`src/rtl/dac_serial_tx_pkg.sv`:
```
// Shared definitions for the serial DAC transmitter.
//  - Input fixed-point sample format (sign / fractional / integer magnitude bits).
//  - DAC frame layout: LEAD_ZEROS zero bits followed by a DATA_BITS offset-binary code.
//  - FSM state encoding used by dac_serial_tx.
package dac_serial_tx_pkg;

  // Input sample format: two's complement, PF fractional bits.
  localparam int unsigned SIGN = 1;
  localparam int unsigned PF   = 14;
  localparam int unsigned MAG  = 7;
  localparam int unsigned SIZE = SIGN + PF + MAG;

  // DAC frame: 2 don't-care bits + 2 mode bits (00 = normal), then the code.
  localparam int unsigned DATA_BITS  = 12;
  localparam int unsigned LEAD_ZEROS = 4;
  localparam int unsigned FW         = LEAD_ZEROS + DATA_BITS;

  // Offset-binary mid-scale and full-scale code values.
  localparam int unsigned MID_SCALE = 2 ** (DATA_BITS - 1);
  localparam int unsigned CODE_MAX  = (2 ** DATA_BITS) - 1;

  // Right shift that aligns the input's binary point to a DATA_BITS signed code.
  localparam int unsigned SHIFT_AMT = PF - (DATA_BITS - 1);

  typedef enum logic [1:0] {
    StIdle  = 2'd0,
    StShift = 2'd1,
    StQuiet = 2'd2
  } state_e;

  // Prepend the leading zero (don't-care + mode) bits to a DAC code.
  function automatic logic [FW-1:0] build_frame(input logic [DATA_BITS-1:0] code);
    return {{LEAD_ZEROS{1'b0}}, code};
  endfunction

endpackage

```
`src/rtl/dac_code_sat.sv`:
```
// Combinational conversion of a signed fixed-point sample to an offset-binary DAC code.
//  dato  in   SIZE       signed sample, PF fractional bits
//  code  out  DATA_BITS  offset-binary code, clipped to [0, 2^DATA_BITS-1]
//  sat   out  1          the sample was outside the DAC range and got clipped
module dac_code_sat
  import dac_serial_tx_pkg::*;
(
  input  logic [SIZE-1:0]      dato,
  output logic [DATA_BITS-1:0] code,
  output logic                 sat
);

  // One extra bit of headroom so the mid-scale offset can never wrap.
  logic [SIZE:0] shifted;
  logic [SIZE:0] offset;

  always_comb begin
    shifted = $unsigned($signed({dato[SIZE-1], dato}) >>> SHIFT_AMT);
    offset  = shifted + (SIZE + 1)'(MID_SCALE);
    code    = '0;
    sat     = 1'b0;
    if (offset[SIZE]) begin
      // Below negative full scale.
      code = '0;
      sat  = 1'b1;
    end else if (offset > (SIZE + 1)'(CODE_MAX)) begin
      // Above positive full scale.
      code = '1;
      sat  = 1'b1;
    end else begin
      code = offset[DATA_BITS-1:0];
    end
  end

endmodule

```
`src/rtl/dac_serial_tx.sv`:
```
// Serial transmitter for a DAC121S101-style DAC (16-bit frame, active-low SYNC).
// Accepts one signed fixed-point sample, converts it to a saturated offset-binary code and
// shifts {LEAD_ZEROS zeros, code} out MSB first. Every output is a flop.
//  clk      in   1     system clock, rising edge
//  rst      in   1     asynchronous active-low reset
//  start    in   1     send dato_in; only looked at while idle
//  dato_in  in   SIZE  signed sample, PF fractional bits
//  sclk     out  1     serial clock, idles high; DAC samples sdo on the falling edge
//  cs       out  1     frame sync, active low
//  sdo      out  1     serial data, MSB first
//  busy     out  1     frame in progress (shift or quiet time)
//  done     out  1     one-cycle pulse at end of frame
//  sat      out  1     last accepted sample was clipped, held until next accept
module dac_serial_tx
  import dac_serial_tx_pkg::*;
#(
  parameter int unsigned CLK_DIV = 4
) (
  input  logic            clk,
  input  logic            rst,
  input  logic            start,
  input  logic [SIZE-1:0] dato_in,
  output logic            sclk,
  output logic            cs,
  output logic            sdo,
  output logic            busy,
  output logic            done,
  output logic            sat
);

  localparam int unsigned CntW = (CLK_DIV > 1) ? $clog2(CLK_DIV) : 1;
  localparam int unsigned BitW = $clog2(FW);

  localparam logic [CntW-1:0] CntLast  = CntW'(CLK_DIV - 1);
  localparam logic [BitW-1:0] BitFirst = BitW'(FW - 1);

  state_e          state_q, state_d;
  logic [CntW-1:0] cnt_q, cnt_d;      // cycles within the current sclk half-period
  logic [BitW-1:0] bit_q, bit_d;      // index of the bit currently on sdo
  logic [FW-1:0]   shreg_q, shreg_d;  // MSB is the next bit to drive
  logic            sclk_q, sclk_d;
  logic            cs_q, cs_d;
  logic            sdo_q, sdo_d;
  logic            busy_q, busy_d;
  logic            done_q, done_d;
  logic            sat_q, sat_d;

  logic [DATA_BITS-1:0] conv_code;
  logic                 conv_sat;
  logic [FW-1:0]        frame;

  dac_code_sat u_code_sat (
    .dato (dato_in),
    .code (conv_code),
    .sat  (conv_sat)
  );

  assign frame = build_frame(conv_code);

  always_comb begin
    state_d = state_q;
    cnt_d   = cnt_q;
    bit_d   = bit_q;
    shreg_d = shreg_q;
    sclk_d  = sclk_q;
    cs_d    = cs_q;
    sdo_d   = sdo_q;
    busy_d  = busy_q;
    sat_d   = sat_q;
    done_d  = 1'b0;

    unique case (state_q)
      StIdle: begin
        if (start) begin
          // The first bit goes out together with cs falling; the rest wait in shreg.
          state_d = StShift;
          cnt_d   = '0;
          bit_d   = BitFirst;
          shreg_d = {frame[FW-2:0], 1'b0};
          sdo_d   = frame[FW-1];
          sclk_d  = 1'b1;
          cs_d    = 1'b0;
          busy_d  = 1'b1;
          sat_d   = conv_sat;
        end
      end

      StShift: begin
        if (cnt_q == CntLast) begin
          cnt_d = '0;
          if (sclk_q) begin
            // End of high phase: falling edge, DAC samples sdo here.
            sclk_d = 1'b0;
          end else if (bit_q == '0) begin
            // Last bit's low phase is over: release the DAC for its quiet time.
            state_d = StQuiet;
            sclk_d  = 1'b1;
            cs_d    = 1'b1;
            sdo_d   = 1'b0;
          end else begin
            // Rising edge: present the next bit.
            bit_d   = bit_q - 1'b1;
            sclk_d  = 1'b1;
            sdo_d   = shreg_q[FW-1];
            shreg_d = {shreg_q[FW-2:0], 1'b0};
          end
        end else begin
          cnt_d = cnt_q + 1'b1;
        end
      end

      StQuiet: begin
        if (cnt_q == CntLast) begin
          // done and busy fall together, so a start in the done cycle is taken.
          state_d = StIdle;
          cnt_d   = '0;
          busy_d  = 1'b0;
          done_d  = 1'b1;
        end else begin
          cnt_d = cnt_q + 1'b1;
        end
      end

      default: begin
        state_d = StIdle;
      end
    endcase
  end

  always_ff @(posedge clk or negedge rst) begin
    if (!rst) begin
      state_q <= StIdle;
      cnt_q   <= '0;
      bit_q   <= '0;
      shreg_q <= '0;
      sclk_q  <= 1'b1;
      cs_q    <= 1'b1;
      sdo_q   <= 1'b0;
      busy_q  <= 1'b0;
      done_q  <= 1'b0;
      sat_q   <= 1'b0;
    end else begin
      state_q <= state_d;
      cnt_q   <= cnt_d;
      bit_q   <= bit_d;
      shreg_q <= shreg_d;
      sclk_q  <= sclk_d;
      cs_q    <= cs_d;
      sdo_q   <= sdo_d;
      busy_q  <= busy_d;
      done_q  <= done_d;
      sat_q   <= sat_d;
    end
  end

  assign sclk = sclk_q;
  assign cs   = cs_q;
  assign sdo  = sdo_q;
  assign busy = busy_q;
  assign done = done_q;
  assign sat  = sat_q;

endmodule

```
`config.mk`:
```
export PLATFORM = sky130hd
export DESIGN_NAME = dac_serial_tx
export DESIGN_NICKNAME = d
export VERILOG_FILES = /design/src/rtl/dac_serial_tx_pkg.sv /design/src/rtl/dac_code_sat.sv /design/src/rtl/dac_serial_tx.sv
export SDC_FILE = /design/constraint.sdc
export NUM_CORES = 1
export LEC_CHECK = 0
export CAP_MARGIN = 20
export CORE_MARGIN = 5
export CORE_UTILIZATION = 56
export CTS_CLUSTER_DIAMETER = 30
export DETAILED_ROUTE_END_ITERATION = 8
export PLACE_DENSITY = 0.92
export SKIP_LAST_GASP = 1
export SYNTH_ARGS = -nofsm -noshare
export SYNTH_HDL_FRONTEND = slang
export SYNTH_SLANG_ARGS = --single-unit
```
`constraint.sdc`:
```
create_clock -name clk -period 3.35 [get_ports clk]
set_clock_uncertainty 0.05 [all_clocks]
set_input_delay 0.335 -clock clk [delete_from_list [all_inputs] [get_ports clk]]
set_output_delay 0.335 -clock clk [all_outputs]
set_load 0.02 [all_outputs]
```
Logic cells by family:
Scale bar: 20 µm.
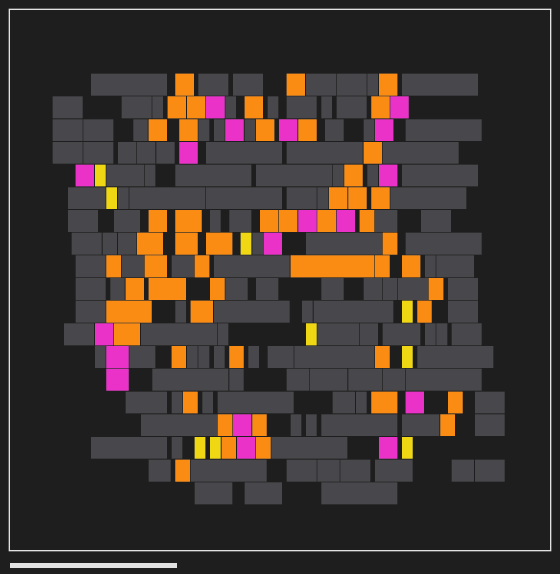
[inv cells] yellow | cells: 9
[aoi and oai cells] orange | cells: 52
[and/or cells] magenta | cells: 18
fraction of area in multi-input gates: 42.8%
post-layout instance count excluding filler cells: 241

Floorplan with the power grid:
Pins as bars on the die edge. Tap cells in grey.
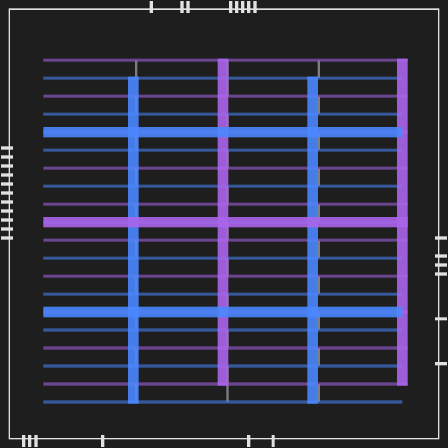
[VSS] blue
[VDD] purple
met4 straps: 4
tap cells: 31
met1 rails: 20
signal pins: 31
rows: 19
horizontal die dimension: 64.7 µm
core area: 2810 µm²
worst-case vdd ir drop: 0.337 mV
vertical extent of the die: 64.7 µm

Clock routing:
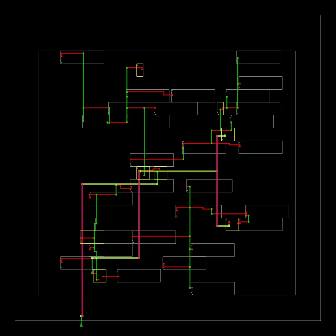
CTS buffer count: 5
clock buffer count: 8

[per-stage QoR]
stage                     std cells  worst slack (ps)
after detailed placement        233               846
after global routing            241               585
final                           241               802
after CTS                       241               833
after global placement          233               954
after floorplan                 178              1430
[flip-flops by register name, summed over array words and instances, names as in the netlist]
name / count
busy: 1
shreg_q: 15
done: 1
cs: 1
bit_q: 4
cnt_q: 2
sdo: 1
state_q: 2
sat: 1
sclk: 1
[per-layer routing]
layer	track usage (%)	vias to the layer above
met5	0	-
met4	8.18	0
met3	3.63	9
met2	37.0	56
met1	22.5	727
li1	-	712
[cell type report]
class,instances,area share [%]
Sequential cell,29,35.9
Tap cell,31,1.91
Clock buffer,8,2.90
Timing Repair Buffer,31,14.8
Inverter,9,1.67
Multi-Input combinational cell,133,42.8
==> flow_metrics.tcl <==
# yosys + openroad results
set metrics [dict create \
    synth_top_area_share_pct 40.3 \
    yosys-top-cells-area "sky130_fd_sc_hd__dfrtp_1 (40%), sky130_fd_sc_hd__ha_1 (5.2%), sky130_fd_sc_hd__a31oi_1 (4.5%), sky130_fd_sc_hd__and2_1 (4.5%), sky130_fd_sc_hd__o22ai_1 (3.7%)" \
    cts_tree "done" \
    net-switching-power_mw 0.549 \
    layout.cells.most_common_list "sky130_fd_sc_hd__dfrtp_1 (27), sky130_fd_sc_hd__clkdlybuf4s50_1 (27), sky130_fd_sc_hd__nor2_1 (16), sky130_fd_sc_hd__nand2_1 (15)" \
    maxSlewHeadroom_pct 58.5 \
    cap_violations 0 \
    syn2layout_area_growth_pct 21.0 \
    achievable-frequency_ghz 0.392 \
    placementRows 19 \
    met3WireLength_um 209 \
    clk_pwr_mw 0.222 \
    final.hold.worst_slack_ps 340 \
    post_synth_mux_area_share_pct 0.672 \
    post_cts_hold_buffer_count 0 \
    wl_per_cell_um 15.8 \
    synthAoiAreaFrac_pct 23.7 \
    pwr-share-seq_pct 38.0 \
    routed-via-count 1504 \
    worst_pin_slew_ps 622 \
    timing.critical_path.cells "inv_1 > ha_1 > inv_2 > o41ai_4 > buf_4 > o22ai_1 > a31oi_1" \
    cp_max_fo 20 \
    post_synth_main_logic_family "AND-OR/OR-AND gates" \
    leakagePower_nw 0.847 \
    drcViolationCount 0 \
    power.switching_fraction_pct 38.8 \
    drt-total-wl_um 3820 \
    routed-wl-met2_um 2020 \
    syn_area_per_cell_um2 9.42 \
    critical_path_class "reg -> reg" \
    syn-num-nets 210 \
    nets 241 \
    overflow 0 \
    track_usage_pct 20.0 \
    buffers_inverters_on_critical_path 3 \
    synth-adder-area-share_pct 5.22 \
    setup_total_negative_slack_ps 0 \
    worst_path_dominant_cell_family "AND-OR/OR-AND gates" \
    synth.cellmix.simpleShare_pct 21.6 \
    gpl.final_weighted_congestion 0.773 \
    critPathSlowestCell "sky130_fd_sc_hd__o41ai_4" \
    yosys.area_share.xor_xnor_pct 0.522 \
    grt_pass1_wl_um 6600 \
    final.period_utilization_pct 76.1 \
    total_placed_instance_area_um2 1970 \
    edf_count 0 \
    layout-drive-gt1-share_pct 12.4 \
    final-seq-area_um2 728 \
    cp.required_ps 3550 \
    ys_async_sr_fraction_pct 100 \
    vias_in_the_first_global_route 1570 \
    cts.reportedPaths.clkPinSlew_ps 90 \
    yosysCellCount 178 \
    comb_area_um2 868 \
    numSynthFlops 29 \
    netlist_top_cells_count "sky130_fd_sc_hd__dfrtp_1 (27), sky130_fd_sc_hd__nor2_1 (16), sky130_fd_sc_hd__nand2_1 (15)" \
    chip_area_um2 4190 \
    cts_sinks 29 \
    cp_peak_stage_delay_ps 600 \
    worstSkewPairLatency_ps 320 \
    slew_violations 0 \
    finalSetupViolations 0 \
    yosys.cell_count.top_type "sky130_fd_sc_hd__dfrtp_1" \
    power.share.clock_pct 15.7 \
    power_leader "combinational logic" \
    result_of_the_run "completed" \
    element_type_at_the_critical_path_start "flip-flop" \
    clock-root-buffer "sky130_fd_sc_hd__clkbuf_4" \
    cts_resized 0 \
    post-route-min-period_ps 2550 \
    reg2reg_from "state_q[1]" \
    worstSetupStartpoint "state_q[1]" \
    worst_r2r_path_depth 7 \
    n_fill_cell 207 \
    post-cts-setup-buffers 0 \
    detail_route.iter0.violations 116 \
    power.density_cell_area_nw_per_um2 697 \
    regToRegSetupSlack_ps 800 \
    crit_cells 7 \
    routedLengthMet1_um 1520 \
    design_power_total_mw 1.41 \
    synthesis.area_um2 1680 \
    cts.htree.levels 2 \
    post_synth_inst_count 178 \
    largest_net_degree_at_the_start_of_global_routing 30 \
    yosys_area_um2 1680 \
    crit-reg2reg-capture "shreg_q[10]" \
    critical_path_arrival_ps 2750 \
    min_path_type "in -> async" \
    antenna_violating_nets_post_route 0 \
]
Power figures rest on the tool's default switching activity, not on a simulated workload.
